===== config.mk =====
export PLATFORM = sky130hd
export DESIGN_NAME = if_stage_flat
export DESIGN_NICKNAME = d
export VERILOG_FILES = /design/src/rtl/cpu_pkg.sv /design/src/rtl/if_stage_if.sv /design/src/rtl/fetch_fifo.sv /design/src/rtl/if_stage.sv /design/src/flat_wrapper.sv
export SDC_FILE = /design/constraint.sdc
export NUM_CORES = 1
export LEC_CHECK = 0
export CORE_ASPECT_RATIO = 1.1
export CORE_MARGIN = 2
export CORE_UTILIZATION = 50
export DETAILED_ROUTE_END_ITERATION = 7
export PLACE_DENSITY = 0.84
export SYNTH_ARGS = -nofsm -noshare
export SYNTH_HDL_FRONTEND = slang
export SYNTH_SLANG_ARGS = --single-unit
export TNS_END_PERCENT = 30

===== constraint.sdc =====
create_clock -name clk -period 6.61 [get_ports clk]
set_clock_uncertainty 0.1 [all_clocks]
set_input_delay 1.983 -clock clk [delete_from_list [all_inputs] [get_ports clk]]
set_output_delay 1.983 -clock clk [all_outputs]
set_load 0.01 [all_outputs]

===== src/rtl/cpu_pkg.sv =====
// Shared CPU types and constants used by the fetch stage and its prefetch FIFO.
// fetch_entry_t mirrors the {pc, insn} layout the FIFO stores at the default widths.
package cpu_pkg;

  localparam int unsigned ADDR_W     = 32;
  localparam int unsigned WORD_W     = 32;
  localparam int unsigned INSN_BYTES = 4;
  localparam logic [WORD_W-1:0] NOP_INSN = 32'h0000_0013;

  typedef struct packed {
    logic [ADDR_W-1:0] pc;
    logic [WORD_W-1:0] insn;
  } fetch_entry_t;

endpackage


===== src/rtl/if_stage_if.sv =====
// Fetch-stage bus: instruction ROM port, redirect input and decode handshake.
// master is the fetch stage, slave is its surroundings (ROM, execute, decode).
interface if_stage_if #(
  parameter int unsigned address_size = 32,
  parameter int unsigned word_size    = 32
);

  logic [address_size-1:0] imem_addr;
  logic [word_size-1:0]    imem_insn;
  logic                    redirect_valid;
  logic [address_size-1:0] redirect_pc;
  logic                    id_valid;
  logic                    id_ready;
  logic [address_size-1:0] id_pc;
  logic [word_size-1:0]    id_insn;

  modport master (
    output imem_addr, id_valid, id_pc, id_insn,
    input  imem_insn, redirect_valid, redirect_pc, id_ready
  );

  modport slave (
    input  imem_addr, id_valid, id_pc, id_insn,
    output imem_insn, redirect_valid, redirect_pc, id_ready
  );

endinterface


===== src/rtl/fetch_fifo.sv =====
// Synchronous prefetch FIFO with a single-cycle flush; head data reads as zero when empty.
// depth must be a power of two so the pointers wrap naturally.
module fetch_fifo
  import cpu_pkg::*;
#(
  parameter int unsigned width = ADDR_W + WORD_W,
  parameter int unsigned depth = 2
) (
  input  logic             clk,
  input  logic             rst,
  input  logic             push,
  input  logic             pop,
  input  logic             flush,
  input  logic [width-1:0] push_data,
  output logic             full,
  output logic             empty,
  output logic [width-1:0] head_data
);

  localparam int unsigned ptr_w = $clog2(depth);
  localparam int unsigned cnt_w = ptr_w + 1;

  logic [width-1:0] mem [depth];
  logic [ptr_w-1:0] wr_ptr;
  logic [ptr_w-1:0] rd_ptr;
  logic [cnt_w-1:0] count;

  assign full      = (count == cnt_w'(depth));
  assign empty     = (count == '0);
  assign head_data = empty ? '0 : mem[rd_ptr];

  always_ff @(posedge clk) begin
    if (rst || flush) begin
      wr_ptr <= '0;
      rd_ptr <= '0;
      count  <= '0;
    end else begin
      if (push) begin
        wr_ptr <= wr_ptr + ptr_w'(1);
      end
      if (pop) begin
        rd_ptr <= rd_ptr + ptr_w'(1);
      end
      count <= count + cnt_w'(push) - cnt_w'(pop);
    end
  end

  // When full, wr_ptr == rd_ptr: a same-cycle push overwrites the slot being popped.
  always_ff @(posedge clk) begin
    if (push && !rst && !flush) begin
      mem[wr_ptr] <= push_data;
    end
  end

endmodule


===== src/rtl/if_stage.sv =====
// Instruction fetch: owns the PC, captures ROM data into the prefetch FIFO and
// presents {pc, insn} to decode; a redirect flushes all prefetched entries.
module if_stage
  import cpu_pkg::*;
#(
  parameter int unsigned           address_size = 32,
  parameter int unsigned           word_size    = 32,
  parameter logic [address_size-1:0] reset_pc  = '0,
  parameter int unsigned           fifo_depth   = 2
) (
  input logic      clk,
  input logic      rst,
  if_stage_if.master bus
);

  logic [address_size-1:0] pc;
  logic                    push;
  logic                    pop;
  logic                    full;
  logic                    empty;
  logic [address_size+word_size-1:0] head;

  assign bus.imem_addr = pc;
  assign bus.id_valid  = !empty;
  assign bus.id_pc     = head[address_size+word_size-1:word_size];
  assign bus.id_insn   = head[word_size-1:0];

  assign pop  = bus.id_valid & bus.id_ready;
  assign push = !bus.redirect_valid & (!full | pop);

  always_ff @(posedge clk) begin
    if (rst) begin
      pc <= reset_pc;
    end else if (bus.redirect_valid) begin
      pc <= {bus.redirect_pc[address_size-1:2], 2'b00};
    end else if (push) begin
      pc <= pc + address_size'(INSN_BYTES);
    end
  end

  fetch_fifo #(
    .width (address_size + word_size),
    .depth (fifo_depth)
  ) u_fifo (
    .clk       (clk),
    .rst       (rst),
    .push      (push),
    .pop       (pop),
    .flush     (bus.redirect_valid),
    .push_data ({pc, bus.imem_insn}),
    .full      (full),
    .empty     (empty),
    .head_data (head)
  );

endmodule


===== src/flat_wrapper.sv =====
// flat-port wrapper written by rule: the top's interface ports become plain ports
module if_stage_flat import cpu_pkg::*;
#(
  parameter int unsigned           address_size = 32,
  parameter int unsigned           word_size    = 32,
  parameter logic [address_size-1:0] reset_pc  = '0,
  parameter int unsigned           fifo_depth   = 2
)
  (clk, rst, bus_imem_addr, bus_id_valid, bus_id_pc, bus_id_insn, bus_imem_insn, bus_redirect_valid, bus_redirect_pc, bus_id_ready);
  if_stage_if #(.address_size(address_size), .word_size(word_size)) bus_i ();
  input logic clk;
  input logic rst;
  output wire logic [$bits(bus_i.imem_addr)-1:0] bus_imem_addr;
  output wire logic [$bits(bus_i.id_valid)-1:0] bus_id_valid;
  output wire logic [$bits(bus_i.id_pc)-1:0] bus_id_pc;
  output wire logic [$bits(bus_i.id_insn)-1:0] bus_id_insn;
  input wire logic [$bits(bus_i.imem_insn)-1:0] bus_imem_insn;
  input wire logic [$bits(bus_i.redirect_valid)-1:0] bus_redirect_valid;
  input wire logic [$bits(bus_i.redirect_pc)-1:0] bus_redirect_pc;
  input wire logic [$bits(bus_i.id_ready)-1:0] bus_id_ready;
  assign bus_imem_addr = bus_i.imem_addr;
  assign bus_id_valid = bus_i.id_valid;
  assign bus_id_pc = bus_i.id_pc;
  assign bus_id_insn = bus_i.id_insn;
  assign bus_i.imem_insn = bus_imem_insn;
  assign bus_i.redirect_valid = bus_redirect_valid;
  assign bus_i.redirect_pc = bus_redirect_pc;
  assign bus_i.id_ready = bus_id_ready;
  if_stage #(.address_size(address_size), .word_size(word_size), .reset_pc(reset_pc), .fifo_depth(fifo_depth)) u_core (.clk(clk), .rst(rst), .bus(bus_i));
endmodule

==> run_1/layer_met3.png <==
(3 px per µm)
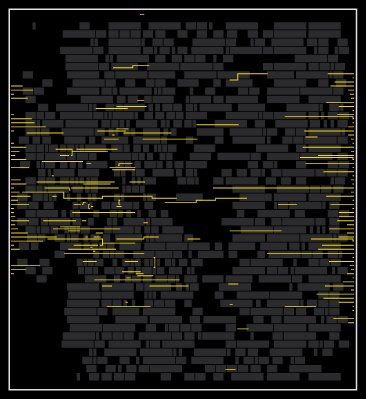
share of all routed wire: 7.4%
longest straight run: 46.7 µm
Vias: 4,991
M3 GR Usage: 0.0664
DRT Wirelength: 16,200 µm

==> run_1/io_fan.png <==
(4 px per µm)
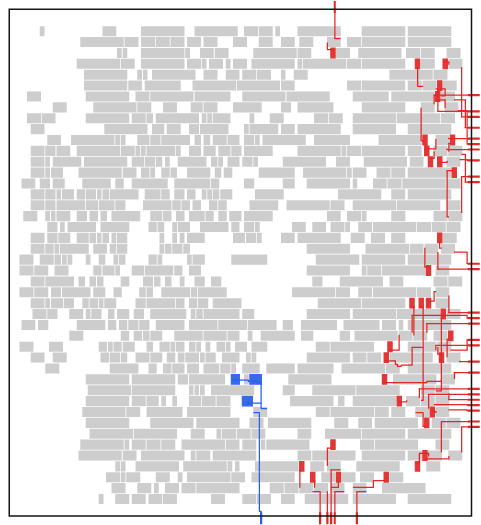
[blue] bus_id_ready | direction: input | end cells: 3 | buffers: 1 | wire: 47.1 µm
[red] bus_id_insn | direction: output | end cells: 32 | buffers: 32 | wire: 505 µm

==> run_1/placement_by_type.png <==
(2 px per µm)
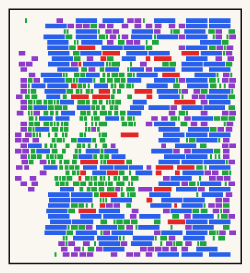
[red] clock drivers and dummy loads | cells: 32
[green] combinational and other logic | cells: 345
[blue] flops | cells: 159
[purple] other buffers and delay cells | cells: 165
Core Rows: 44
Core Area: 13,300 µm²
fin util: 0.688
register share of the cell area: 0.485

==> flow_metrics.py, run 1 <==
# Synthesis and PnR figures
metrics = {
    "floorplanning": {
        "dieArea_um2": 14600,
        "dieHeight_um": 126,
        "io_pins": 165,
        "fp_util": 0.513,
    },
    "flow_run": {
        "openroad.warnings": 28,
        "maxCapViolations": 0,
    },
    "placed_design": {
        "place.gp.congestion": 0.844,
        "place_area_um2": 8550,
        "dp_hpwl_um": 10900,
        "port_buffers": 158,
    },
    "global_routing": {
        "grt_max_degree": 63,
        "grt_usage": 0.225,
        "grt_overflow_total": 0,
        "grt_pass1_vias": 5059,
        "antenna_found_initial": 0,
    },
    "yosys": {
        "ys.flop_type": "edfxtp_1",
        "edf_count": 124,
        "simple_gate_share": 0.143,
        "ys_sh_mux": 0.0912,
        "postSynthAreaPerCell_um2": 12.7,
        "ys_seq_share": 0.650,
        "syn_area_um2": 6800,
        "async_flop_share": 0,
        "synth-seq-cells": 159,
        "top_cells_by_area": "edfxtp_1 (55%), dfxtp_1 (10%), mux2i_1 (9.1%)",
        "ys_sh_xor": 0.0167,
        "ys_types": 50,
        "synthCells": 535,
        "yosysWarningCount": 0,
    },
    "power": {
        "p_seq_frac": 0.496,
        "pg_seq_mw": 1.16,
        "combinationalPowerShare": 0.104,
        "power_density_nw_per_um2": 257,
        "power_mw": 2.35,
        "swShare": 0.241,
        "leakagePower_nw": 2.98,
        "p_switching_mw": 0.566,
        "ir_drop_v": 0.000144,
        "comb_cell_power_mw": 0.244,
        "power-top-group": "sequential cells",
    },
    "critical_path": {
        "crit_type": "flip-flop to output pin",
        "crit_start": "u_core.u_fifo.count[0]$_SDFF_PP0_",
        "worstPathRequired_ns": 4.53,
        "endpoint_kind": "output pin",
        "cp-start-kind": "flip-flop",
        "cp_max_fo": 38,
    },
    "layout": {
        "area_growth_pct": 34.1,
        "layoutNonFillerInstCount": 885,
        "most-common-layout-cells": "clkdlybuf4s50_1 (158), edfxtp_1 (124), nor2_1 (90)",
        "num_antenna_cells": 0,
        "mostFrequentLayoutCell": "clkdlybuf4s50_1",
        "top_register": "u_core.u_fifo.mem",
        "final_area_um2": 9130,
    },
    "clock_tree": {
        "clock_path_buffers": 2,
        "cts-root-buf": "clkbuf_16",
        "clk_latency_ns": 0.42,
        "cts_hold_buf": 0,
        "cts_sinks": 159,
        "clkSlewWorstSetupHoldPaths_ns": 0.06,
        "post_cts_buffers": 0,
        "cts_tree": "yes",
        "htree_levels": 4,
    },
    "sta": {
        "finalHoldViolations": 0,
        "final.min_clock_period_ns": 4.53,
        "period_used_share": 0.685,
        "max_slew_margin": 0.179,
        "fin_setup_tns_ns": 0,
    },
    "detailed_routing": {
        "drc": 0,
        "route.antenna.remaining_nets": 0,
        "drt-wirelength-per-cell_um": 18.3,
        "viasPerCell": 5.64,
        "dr.pass1.iters": 5,
        "wl_met3_um": 1190,
        "wl_met2_um": 8170,
    },
    "min_path": {
        "whs_path_depth": 2,
        "hp-start": "u_core.u_fifo.rd_ptr$_SDFFE_PP0N_",
        "hold_path_class": "flip-flop to flip-flop",
    },
    "run_status": {
        "outcome": "finished, final reports clean",
    },
}
## run 1: layer usage
layer,vias up,GRT usage
met5,-,0
met4,0,0.0893
met3,31,0.0664
met2,229,0.385
met1,2397,0.265
li1,2334,-
## run 1: area by class of cell
cell class / instances / area (µm²)
Clock buffer: 17 / 425
Tap cell: 184 / 230
Multi-Input combinational cell: 337 / 2210
Timing Repair Buffer: 165 / 1650
Sequential cell: 159 / 4430
Fill cell: 936 / 4140
Clock inverter: 15 / 154
Inverter: 8 / 30.0
## run 1: worst max-delay path, cell delays in order (launching register included)
cell             delay (ns)
dfxtp_1                0.35
nor2_4                 0.56
buf_4                  0.48
nor2_1                 0.11
clkdlybuf4s50_1        0.51
## Run 2: what changed since run 1
Clock period 6.61 ns to 4.4 ns, I/O delays scaled along.
==> run_2/placement_by_type.png <==
(2 px per µm)
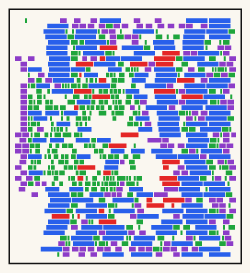
[red] clock drivers and dummy loads | cells: 32
[purple] other buffers and delay cells | cells: 170
[green] combinational and other logic | cells: 345
[blue] flops | cells: 159
register share of the cell area: 0.479
post-route cell area: 9240 µm²

==> run_2/io_fan.png <==
(4 px per µm)
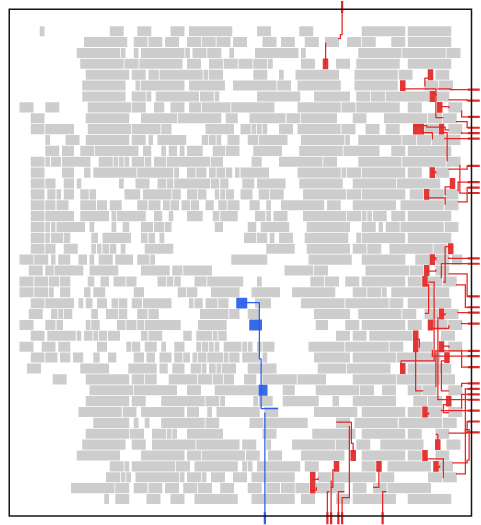
[blue] bus_id_ready | direction: input | end cells: 3 | buffers: 1 | wire: 61.5 µm
[red] bus_id_insn | direction: output | end cells: 32 | buffers: 32 | wire: 474 µm
port bufs: 158
I/O pin count: 165

==> run_2/clk_routes.png <==
(4 px per µm)
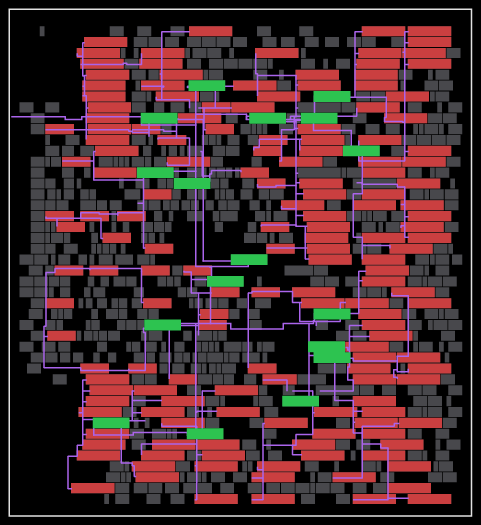
[red] flip-flops | count: 159
[green] clock drivers | count: 17
[purple] clock wires | length: 1,660 µm
routed clock nets: 18
flops lie: widely spread

==> run 2 against run 1 <==
Net effect:
- critical path depth did not move
- global-route usage rose by 0.32 points
- final cell count rose by 0.56%
- setup slack got worse by 1.6 ns
- critical endpoint is now bus_id_pc[4]
- clock power rose by 66%
- highest routed layer unchanged
- final area rose by 1.3%
- sequential power rose by 51%
==> flow_metrics.py, run 2 <==
# Synthesis and PnR figures
metrics = {
    "placed_design": {
        "place.gp.congestion": 0.852,
        "dp_hpwl_um": 11100,
        "place_area_um2": 8610,
    },
    "critical_path": {
        "cp_max_fo": 32,
        "r2r_slack_ns": 1.75,
        "cp.arrival_ns": 2.48,
        "endpoint_kind": "output pin",
        "r2r_cells": 4,
        "crit_chain": "buf_4 -> mux2i_1 -> nor2_1 -> clkdlybuf4s50_1",
        "worstPathRequired_ns": 2.98,
        "r2r-start": "u_core.bus.imem_addr[8]$_SDFFE_PP0P_",
        "crit_type": "flip-flop to output pin",
        "crit_path_end": "bus_id_pc[4]",
        "crit_path_max_incr_delay_ns": 0.73,
        "slowest_stage": "dfxtp_4",
        "reg2reg_to": "u_core.bus.imem_addr[31]$_SDFFE_PP0P_",
        "cp-start-kind": "flip-flop",
    },
    "clock_tree": {
        "clkSlewWorstSetupHoldPaths_ns": 0.06,
        "post_cts_buffers": 0,
        "htree_levels": 4,
        "clock_path_buffers": 2,
        "cts-root-buf": "clkbuf_16",
        "cts_sinks": 159,
        "cts-buffers-inserted": 17,
        "clk_latency_ns": 0.42,
        "cts_tree": "yes",
        "cts_hold_buf": 0,
        "cts.repair.resized": 0,
    },
    "sta": {
        "tightest_slew_ns": 1.32,
        "max_slew_margin": 0.114,
        "slew_viol_final": 0,
        "period_used_share": 0.886,
        "finalHoldViolations": 0,
        "rsz0062_at_grt": "no",
        "final.min_clock_period_ns": 3.90,
        "finalSetupViolations": 0,
        "fin_setup_tns_ns": 0,
        "fmax_ghz": 0.257,
    },
    "detailed_routing": {
        "drt-wirelength-per-cell_um": 18.2,
        "wl_met3_um": 1260,
        "drt_iter0_drc": 461,
        "drc": 0,
        "routed_wl_um": 16200,
        "vias": 4936,
        "wl_met2_um": 8310,
        "dr.pass1.iters": 7,
        "viasPerCell": 5.55,
        "highest_layer": "met4",
        "drt-met1-wl_um": 6420,
        "route.antenna.remaining_nets": 0,
    },
    "yosys": {
        "top_logic_kind": "simple AND/OR/NAND/NOR gates",
        "async_flop_share": 0,
        "ys_top_cells_by_count": "edfxtp_1 (124), nor2_1 (92), mux2i_1 (62), dfxtp_1 (35), clkbuf_1 (22)",
        "ys_seq_share": 0.650,
        "ys_types": 50,
        "fa_ha_area_frac": 0.00552,
        "top_cell_area_share": 0.547,
        "syn_area_um2": 6800,
        "synth-seq-cells": 159,
        "ys_sh_aoi": 0.0640,
        "ys.flop_type": "edfxtp_1",
        "ys_sh_mux": 0.0912,
        "most_common_cell": "edfxtp_1",
        "ys_sh_xor": 0.0167,
        "edf_count": 124,
        "yosysWarningCount": 0,
        "ys_chip_area_um2": 6800,
        "top_cells_by_area": "edfxtp_1 (55%), dfxtp_1 (10%), mux2i_1 (9.1%)",
        "ys_cells": 535,
        "yosysTopAreaCell": "edfxtp_1",
        "postSynthAreaPerCell_um2": 12.7,
        "synthCells": 535,
        "simple_gate_share": 0.143,
    },
    "floorplanning": {
        "dieHeight_um": 126,
        "dieArea_um2": 14600,
        "num_rows": 44,
        "core_region_area_um2": 13300,
        "die_w_um": 115,
        "fp_util": 0.513,
    },
    "layout": {
        "num_antenna_cells": 0,
        "area_growth_pct": 35.8,
        "mostFrequentLayoutCell": "clkdlybuf4s50_1",
        "layout.area.comb_um2": 2210,
        "nFillCells": 953,
        "top_register": "u_core.u_fifo.mem",
        "largest_reg_flops": 124,
        "regArea_um2": 4430,
        "most-common-layout-cells": "clkdlybuf4s50_1 (158), edfxtp_1 (124), nor2_1 (90)",
        "nNetsFinal": 764,
        "drive_above_1_share": 0.0793,
    },
    "global_routing": {
        "grt_usage": 0.228,
        "grt_max_degree": 51,
        "grt_pass1_wl_um": 25500,
        "grt_pass1_vias": 4908,
        "gr-usage-met1": 0.277,
        "grt_overflow_total": 0,
        "antenna_found_initial": 0,
        "gr-usage-met2": 0.396,
        "grt.met3_usage": 0.0621,
        "busiest_layer": "met2",
    },
    "min_path": {
        "hold_path_class": "flip-flop to flip-flop",
        "hp-start": "u_core.u_fifo.rd_ptr$_SDFFE_PP0N_",
        "whs_path_depth": 2,
    },
    "power": {
        "p_switching_mw": 0.827,
        "pg_seq_mw": 1.75,
        "leakagePower_nw": 3.05,
        "swShare": 0.225,
        "ir_drop_v": 0.000212,
        "powerClk_mw": 1.56,
        "p_clk_frac": 0.423,
        "power-top-group": "sequential cells",
        "power_density_nw_per_um2": 397,
        "combinationalPowerShare": 0.101,
        "comb_cell_power_mw": 0.372,
        "p_int_mw": 2.85,
        "p_seq_frac": 0.475,
    },
    "flow_run": {
        "maxCapViolations": 0,
        "openroad.warnings": 28,
    },
    "run_status": {
        "outcome": "finished, final reports clean",
    },
}
[run 2: area by class of cell]
class,count,share of cell area
flip-flops and latches,159,0.479
multi-input cells,337,0.239
repair buffers,170,0.185
clock buffers,17,0.0460
well taps,184,0.0249
clock inverters,15,0.0223
inverters,8,0.00325
[run 2: stage by stage]
step,cells,worst slack (ns),hold slack [ns],power [mW],utilization
floorplan,538,0.450,0.381,1.92,-
global placement,858,0.760,0.392,2.14,0.649
detailed placement,858,0.645,0.412,2.15,0.649
CTS,890,0.430,0.433,3.69,0.696
global route,890,0.348,0.453,3.80,0.696
finish,890,0.503,0.427,3.67,0.696
[run 2: critical path, delay by kind of cell, from the launching register on]
family	cells	cell delay [ns]
buffers and inverters	2	0.93
DFF	1	0.73
muxes	1	0.30
and+or+nand+nor	1	0.09
Power figures rest on the tool's default switching activity, not on a simulated workload.
